==> src/rtl/mem_uart_dump_if.sv <==
// Memory read port plus UART byte handshake between the dump engine and its neighbours.
interface mem_uart_dump_if #(
  parameter int unsigned ADDR_W = 4
) ();
  logic [ADDR_W-1:0] dump_addr;
  logic [15:0]       dump_data;
  logic [7:0]        tx_data;
  logic              tx_valid;
  logic              tx_ready;

  // master = dump engine, slave = memory read port + UART transmitter side
  modport master (
    output dump_addr,
    output tx_data,
    output tx_valid,
    input  dump_data,
    input  tx_ready
  );

  modport slave (
    input  dump_addr,
    input  tx_data,
    input  tx_valid,
    output dump_data,
    output tx_ready
  );
endinterface

==> src/rtl/mem_uart_dump.sv <==
// Walks data memory 0..DEPTH-1, streams each word high byte first to the UART,
// optionally followed by a CRC-8 (poly 0x07, init 0x00, MSB first) of all data bytes.
module mem_uart_dump #(
  parameter int unsigned DEPTH  = 16,
  parameter int unsigned ADDR_W = 4,
  parameter int unsigned DATA_W = 16,
  parameter bit          CRC_EN = 1'b1
) (
  input  logic            clk,
  input  logic            reset,
  input  logic            start,
  mem_uart_dump_if.master bus,
  output logic            busy,
  output logic            done,
  output logic [7:0]      crc_out
);
  localparam int unsigned       BYTE_W    = 8;
  localparam logic [ADDR_W-1:0] LAST_ADDR = ADDR_W'(DEPTH - 1);
  localparam logic [BYTE_W-1:0] CRC_POLY  = 8'h07;

  typedef enum logic [2:0] {
    IDLE,
    FETCH,
    SEND_HI,
    SEND_LO,
    SEND_CRC,
    FINISH
  } state_e;

  state_e              state_q, state_d;
  logic [ADDR_W-1:0]   addr_q, addr_d;
  logic [DATA_W-1:0]   word_q, word_d;
  logic [BYTE_W-1:0]   tx_data_q, tx_data_d;
  logic                tx_valid_q, tx_valid_d;
  logic                busy_q, busy_d;
  logic                done_q, done_d;
  logic [BYTE_W-1:0]   crc_q, crc_d;
  logic                xfer_c;
  logic [BYTE_W-1:0]   crc_upd_c;

  // One full byte of CRC-8 update, unrolled into a single combinational step
  function automatic logic [BYTE_W-1:0] crc8_byte(input logic [BYTE_W-1:0] crc,
                                                  input logic [BYTE_W-1:0] data);
    logic [BYTE_W-1:0] c;
    c = crc ^ data;
    for (int i = 0; i < 8; i++) begin
      c = c[7] ? ((c << 1) ^ CRC_POLY) : (c << 1);
    end
    return c;
  endfunction

  // The byte on tx_data_q is the one being transferred, so the CRC folds it in
  assign xfer_c    = tx_valid_q & bus.tx_ready;
  assign crc_upd_c = crc8_byte(crc_q, tx_data_q);

  // State and output registers
  always_ff @(posedge clk or negedge reset) begin
    if (!reset) begin
      state_q    <= IDLE;
      addr_q     <= '0;
      word_q     <= '0;
      tx_data_q  <= '0;
      tx_valid_q <= 1'b0;
      busy_q     <= 1'b0;
      done_q     <= 1'b0;
      crc_q      <= '0;
    end else begin
      state_q    <= state_d;
      addr_q     <= addr_d;
      word_q     <= word_d;
      tx_data_q  <= tx_data_d;
      tx_valid_q <= tx_valid_d;
      busy_q     <= busy_d;
      done_q     <= done_d;
      crc_q      <= crc_d;
    end
  end

  // Next-state and next-output logic; everything holds unless a transfer advances it
  always_comb begin
    state_d    = state_q;
    addr_d     = addr_q;
    word_d     = word_q;
    tx_data_d  = tx_data_q;
    tx_valid_d = tx_valid_q;
    busy_d     = busy_q;
    done_d     = 1'b0;
    crc_d      = crc_q;

    unique case (state_q)
      IDLE: begin
        if (start) begin
          state_d = FETCH;
          addr_d  = '0;
          crc_d   = '0;
          busy_d  = 1'b1;
        end
      end
      FETCH: begin
        word_d     = DATA_W'(bus.dump_data);
        tx_data_d  = bus.dump_data[15:8];
        tx_valid_d = 1'b1;
        state_d    = SEND_HI;
      end
      SEND_HI: begin
        if (xfer_c) begin
          crc_d     = crc_upd_c;
          tx_data_d = word_q[7:0];
          state_d   = SEND_LO;
        end
      end
      SEND_LO: begin
        if (xfer_c) begin
          crc_d = crc_upd_c;
          if (addr_q == LAST_ADDR) begin
            if (CRC_EN) begin
              tx_data_d = crc_upd_c;
              state_d   = SEND_CRC;
            end else begin
              tx_valid_d = 1'b0;
              busy_d     = 1'b0;
              done_d     = 1'b1;
              state_d    = FINISH;
            end
          end else begin
            addr_d     = addr_q + ADDR_W'(1);
            tx_valid_d = 1'b0;
            state_d    = FETCH;
          end
        end
      end
      SEND_CRC: begin
        if (xfer_c) begin
          tx_valid_d = 1'b0;
          busy_d     = 1'b0;
          done_d     = 1'b1;
          state_d    = FINISH;
        end
      end
      FINISH: begin
        state_d = IDLE;
      end
      default: begin
        state_d    = IDLE;
        tx_valid_d = 1'b0;
        busy_d     = 1'b0;
      end
    endcase
  end

  assign bus.dump_addr = addr_q;
  assign bus.tx_data   = tx_data_q;
  assign bus.tx_valid  = tx_valid_q;
  assign busy          = busy_q;
  assign done          = done_q;
  assign crc_out       = crc_q;

endmodule

==> src/flat_wrapper.sv <==
// flat-port wrapper written by rule: the top's interface ports become plain ports
module mem_uart_dump_flat 
#(
  parameter int unsigned DEPTH  = 16,
  parameter int unsigned ADDR_W = 4,
  parameter int unsigned DATA_W = 16,
  parameter bit          CRC_EN = 1'b1
)
  (clk, reset, start, busy, done, crc_out, bus_dump_addr, bus_tx_data, bus_tx_valid, bus_dump_data, bus_tx_ready);
  mem_uart_dump_if #(.ADDR_W(ADDR_W)) bus_i ();
  input  logic clk;
  input  logic reset;
  input  logic start;
  output logic busy;
  output logic done;
  output logic [7:0] crc_out;
  output wire logic [$bits(bus_i.dump_addr)-1:0] bus_dump_addr;
  output wire logic [$bits(bus_i.tx_data)-1:0] bus_tx_data;
  output wire logic [$bits(bus_i.tx_valid)-1:0] bus_tx_valid;
  input wire logic [$bits(bus_i.dump_data)-1:0] bus_dump_data;
  input wire logic [$bits(bus_i.tx_ready)-1:0] bus_tx_ready;
  assign bus_dump_addr = bus_i.dump_addr;
  assign bus_tx_data = bus_i.tx_data;
  assign bus_tx_valid = bus_i.tx_valid;
  assign bus_i.dump_data = bus_dump_data;
  assign bus_i.tx_ready = bus_tx_ready;
  mem_uart_dump #(.DEPTH(DEPTH), .ADDR_W(ADDR_W), .DATA_W(DATA_W), .CRC_EN(CRC_EN)) u_core (.clk(clk), .reset(reset), .start(start), .bus(bus_i), .busy(busy), .done(done), .crc_out(crc_out));
endmodule
==> config.mk <==
export PLATFORM = sky130hd
export DESIGN_NAME = mem_uart_dump_flat
export DESIGN_NICKNAME = d
export VERILOG_FILES = /design/src/rtl/mem_uart_dump_if.sv /design/src/rtl/mem_uart_dump.sv /design/src/flat_wrapper.sv
export SDC_FILE = /design/constraint.sdc
export NUM_CORES = 1
export LEC_CHECK = 0
export ABC_AREA = 1
export CORE_MARGIN = 8
export CORE_UTILIZATION = 50
export CTS_CLUSTER_SIZE = 14
export DETAILED_ROUTE_END_ITERATION = 7
export PLACE_DENSITY_LB_ADDON = 0.05
export SETUP_SLACK_MARGIN = 0.05
export SLEW_MARGIN = 20
export SYNTH_ARGS = -nofsm -noshare
export SYNTH_HDL_FRONTEND = slang
export SYNTH_SLANG_ARGS = --single-unit
==> constraint.sdc <==
create_clock -name clk -period 3.95 [get_ports clk]
set_input_delay 0.79 -clock clk [delete_from_list [all_inputs] [get_ports clk]]
set_output_delay 0.79 -clock clk [all_outputs]
set_load 0.005 [all_outputs]
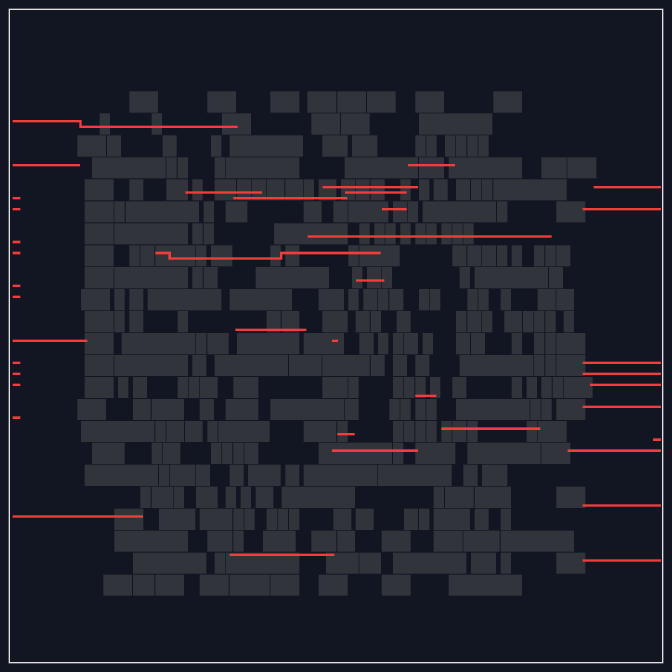
run_1/met3.png
wire length on this layer: 313 um
share of all routed wire: 6.5%

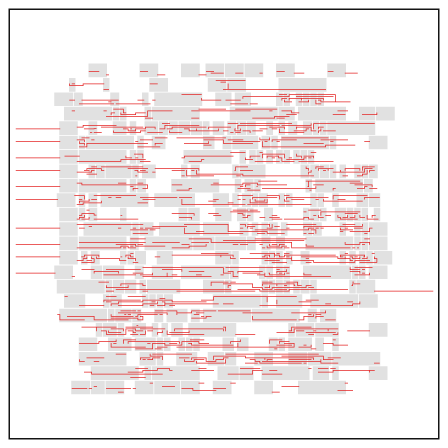
run_1/met1.png
wire length on this layer: 2270 um
nets with wire on the layer: 294

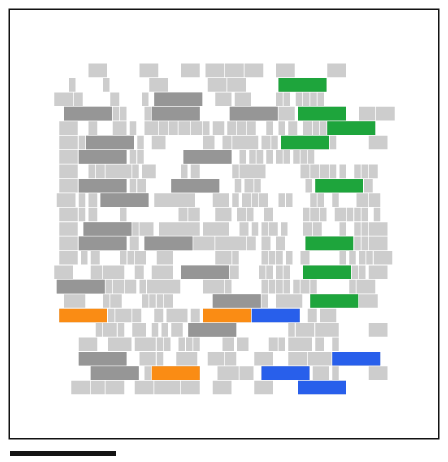
run_1/registers.png
Scale bar: 20 um.
| colour | signal | flops |
|---|---|---|
| blue | `u_core.bus.dump_addr` | 4 |
| orange | `u_core.state_q` | 3 |
| green | `u_core.crc_out` | 8 |

==> results.py, run 1 <==
# Auto-generated metrics
metrics = {
    "sta": {
        "report.final.setup_viol": 0,
        "totalNegativeSetupSlack_ps": 0,
        "timing.final.crit_period_ps": 2112,
    },
    "global_route": {
        "globalRouteMet2Util": 0.2398,
        "busiest_layer": "met2",
        "groute.usage.overall": 0.1618,
    },
    "cells_and_area": {
        "final_util": 0.6547,
        "stdcell_count": 358,
        "syn_to_final_growth_pct": 25.78,
    },
    "yosys": {
        "syn_area_per_cell_um2": 8.035,
        "ys_top_logic_family": "simple AND/OR/NAND/NOR gates",
        "synth_adder_area_share": 0.005967,
        "ys_sh_mux": 0.005370,
        "yosys_most_used_dff": "dfrtp_1",
        "numSynthFlops": 34,
        "synth.yosys.chip_area_um2": 2097,
        "synth_nets": 282,
        "netlist_top_cells_area": "dfrtp_1 (41%), nand2_1 (13%), nand3_1 (6.4%), a21oi_1 (3.8%), inv_1 (3.6%)",
    },
    "detailed_routing": {
        "drt_wl_total_mm": 4.811,
        "drt.antenna.violating_nets": 0,
        "wl_met1_mm": 2.267,
        "drc": 0,
        "detailedRoute.firstIterationViolations": 186,
        "wl_met3_um": 313,
        "dr_pass1_iterations": 5,
        "detailroute.wirelength.met2_mm": 2.168,
    },
    "cts": {
        "ctsResizeCount": 0,
        "clock_buffers_created_by_tritoncts": 5,
        "post_cts.repair.setup_buffers": 0,
        "cts_tree": "yes",
        "clk_pin_slew_worst_paths_ps": 60,
    },
    "run_status": {
        "status": "finished, final reports clean",
    },
    "worst_setup_path": {
        "reg2reg_setup_slack_ps": 2110,
        "critical_path_destination": "bus_tx_data[7]",
        "destination_of_the_worst_register_to_register_timing_path": "u_core.bus.tx_data[6]",
        "critPathMaxFanout": 5,
        "worst_r2r_path_depth": 8,
        "r2r-start": "u_core.state_q[2]",
        "critical_path_cell_count": 1,
    },
    "place": {
        "place.gp.congestion": 0.8216,
        "detailed_place.area_um2": 2546,
    },
    "min_path": {
        "min_path_cells": 1,
    },
    "floorplanning": {
        "die_width_um": 80.76,
        "core_area_um2": 4029,
    },
    "power": {
        "power.density_nw_per_um2": 960.7,
    },
}
[run 1: final cells by class]
class / count / area (um2)
clock inverters: 1 / 5.005
repair buffers: 43 / 427.9
fillers: 347 / 1391
well taps: 50 / 62.56
inverters: 28 / 115.1
multi-input cells: 195 / 1090
flip-flops and latches: 34 / 850.8
clock buffers: 7 / 86.33
[run 1: report_power, final]
| part | switching (mW) | total (mW) | internal [mW] | leakage (nW) |
|---|---|---|---|---|
| clock | 0.126 | 0.267 | 0.141 | 0.0482 |
| combinational | 0.945 | 1.60 | 0.655 | 0.767 |
| sequential | 0.154 | 0.667 | 0.513 | 0.406 |
==> inputs of run 2 (changes only) <==
Settings changed: CORE_UTILIZATION 50 to 46.
Clock period 3.95 ns to 1.9 ns, I/O delays scaled along.
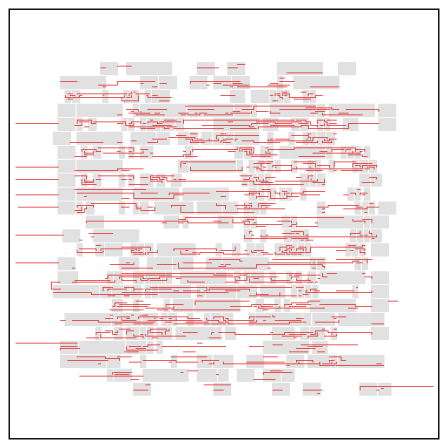
run_2/met1.png
nets with wire on the layer: 295
wire length on this layer: 2320 um
share of all routed wire: 49%

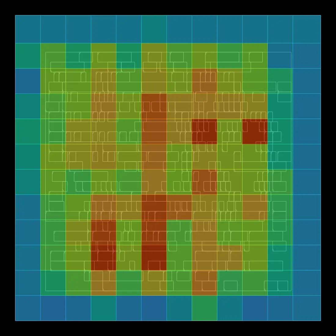
run_2/final_congestion.png
met1 track demand over resource: 0.1933
met2 routing resource usage after global routing: 0.2214
global-route layer with the greatest usage: met2
Finished Core Util: 0.6005
total track usage: 0.1463

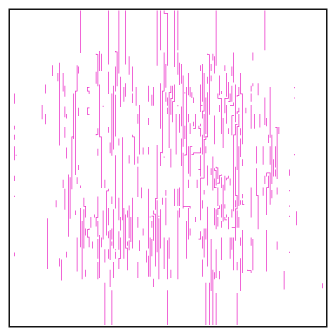
run_2/met2.png
main direction: vertical
longest straight run: 22.1 um
wire length on this layer: 2110 um

==> run 2 against run 1 <==
Final cell count rose by 0.56%. Design area fell by 0.19%. Clock power up 87%. Clock skew fell by 1.7 ps. Non-clock buffer count increased by 1. Via count shrank 3.9%. Sequential power rose by 110%. Critical path type unchanged.
==> results.py, run 2 <==
# Auto-generated metrics
metrics = {
    "detailed_routing": {
        "detailedRoute.firstIterationViolations": 91,
        "wl_met1_mm": 2.324,
        "detailroute.wirelength.met2_mm": 2.105,
        "drt_wl_total_mm": 4.751,
        "drt.antenna.violating_nets": 0,
        "dr_pass1_iterations": 4,
        "drc": 0,
        "dr_total_vias": 1784,
        "wl_met3_um": 268,
        "post_drt_wl_per_cell_um": 13.20,
    },
    "yosys": {
        "synth.yosys.chip_area_um2": 2097,
        "yosys_most_used_dff": "dfrtp_1",
        "synth-edff-count": 0,
        "netlist_top_cells_area": "dfrtp_1 (41%), nand2_1 (13%), nand3_1 (6.4%), a21oi_1 (3.8%), inv_1 (3.6%)",
        "numSynthFlops": 34,
        "synth_nets": 282,
        "syn_area_per_cell_um2": 8.035,
        "synth.yosys.num_cells": 261,
    },
    "power": {
        "power.combinational.fraction": 0.638,
        "sw_frac": 0.4810,
        "power.density_nw_per_um2": 1973,
        "clock_power_share": 0.096,
        "maxPowerGroup": "combinational logic",
        "power.sequential.fraction": 0.266,
        "power.switching_mw": 2.499,
        "power_clock_mw": 0.499,
        "internal_power_mw": 2.696,
        "pwr.group.combinational_mw": 3.31,
        "p_seq_mw": 1.38,
    },
    "place": {
        "detailed_place_hpwl_mm": 3.710,
        "placed_cells_incl_taps": 353,
        "port_buffers": 42,
        "post-place-ws_ps": 126.6,
        "place.gp.congestion": 0.8579,
        "detailed_place.area_um2": 2556,
    },
    "cells_and_area": {
        "seq_area_um2": 850.8,
        "antenna_cells": 0,
        "stdcell_count": 360,
        "logic_area_um2": 1090,
        "comb_area_share": 0.4140,
        "fraction_of_area_in_non_clock_buffers": 0.1654,
        "clock_tree_area_fraction": 0.02899,
        "nonClockBufferCount": 44,
        "fill_cells": 406,
        "sh_seq_area": 0.3232,
        "design.final.nets": 329,
        "syn_to_final_growth_pct": 25.54,
        "n_multi_input_combinational_cell": 195,
        "layout.area.top_class": "multi-input combinational cells",
        "inverters": 28,
        "layout.sequential_cells": 34,
        "layout.clock_buffers": 7,
    },
    "worst_setup_path": {
        "start_kind": "flip-flop",
        "r2r-start": "u_core.state_q[2]",
        "setup.worst_path.start": "u_core.bus.tx_data[7]",
        "crit_path_top_delay_cell": "clkdlybuf4s50_1",
        "critPathMaxFanout": 5,
    },
    "run_status": {
        "status": "finished, final reports clean",
    },
    "floorplanning": {
        "core_area_um2": 4384,
        "floorplan_die_area_um2": 6976,
        "tapCellCount": 52,
        "die_width_um": 83.52,
    },
    "cts": {
        "ctsResizeCount": 0,
        "clock_buffers_created_by_tritoncts": 5,
        "clk_pin_slew_worst_paths_ps": 70,
        "clock_sinks": 34,
        "post_cts.repair.setup_buffers": 0,
        "clk_path_buf_depth": 2,
        "cts_tree": "yes",
    },
    "sta": {
        "totalNegativeSetupSlack_ps": 0,
        "min_period_over_period": 0.9020,
        "report.final.setup_viol": 0,
        "timing.final.crit_period_ps": 1714,
    },
    "global_route": {
        "pin_count_of_the_biggest_net_entering_global_routing": 35,
    },
}
run 2: cell counts after synthesis:
Identical to the previous run, type by type.
run 2: cell families (layout without fill, tap and decap cells):
kind of cell	count (synthesis)	in the layout	share of synthesized area
xor gates and xnor gates	8	8	0.03341
AOI/OAI and AO/OA	38	38	0.1354
buffers and inverters	32	79	0.07458
muxes	1	1	0.005370
and+or+nand+nor	147	147	0.3395
adders and majority gates	1	1	0.005966
DFF	34	34	0.4057
run 2: path summary, 6_finish.rpt:
kind / to / slack, ps / cells after the start
max: bus_tx_data[7] / 190 / 1
min: u_core.bus.dump_addr[2] / 500 / 2
max reg2reg: u_core.bus.tx_data[6] / 240 / 8
min reg2reg: u_core.busy / 510 / 1
max in group asynchronous: u_core.word_q[6] / 1080 / 2
min in group clk: u_core.busy / 510 / 1
Power is estimated from default activity; no workload was simulated.
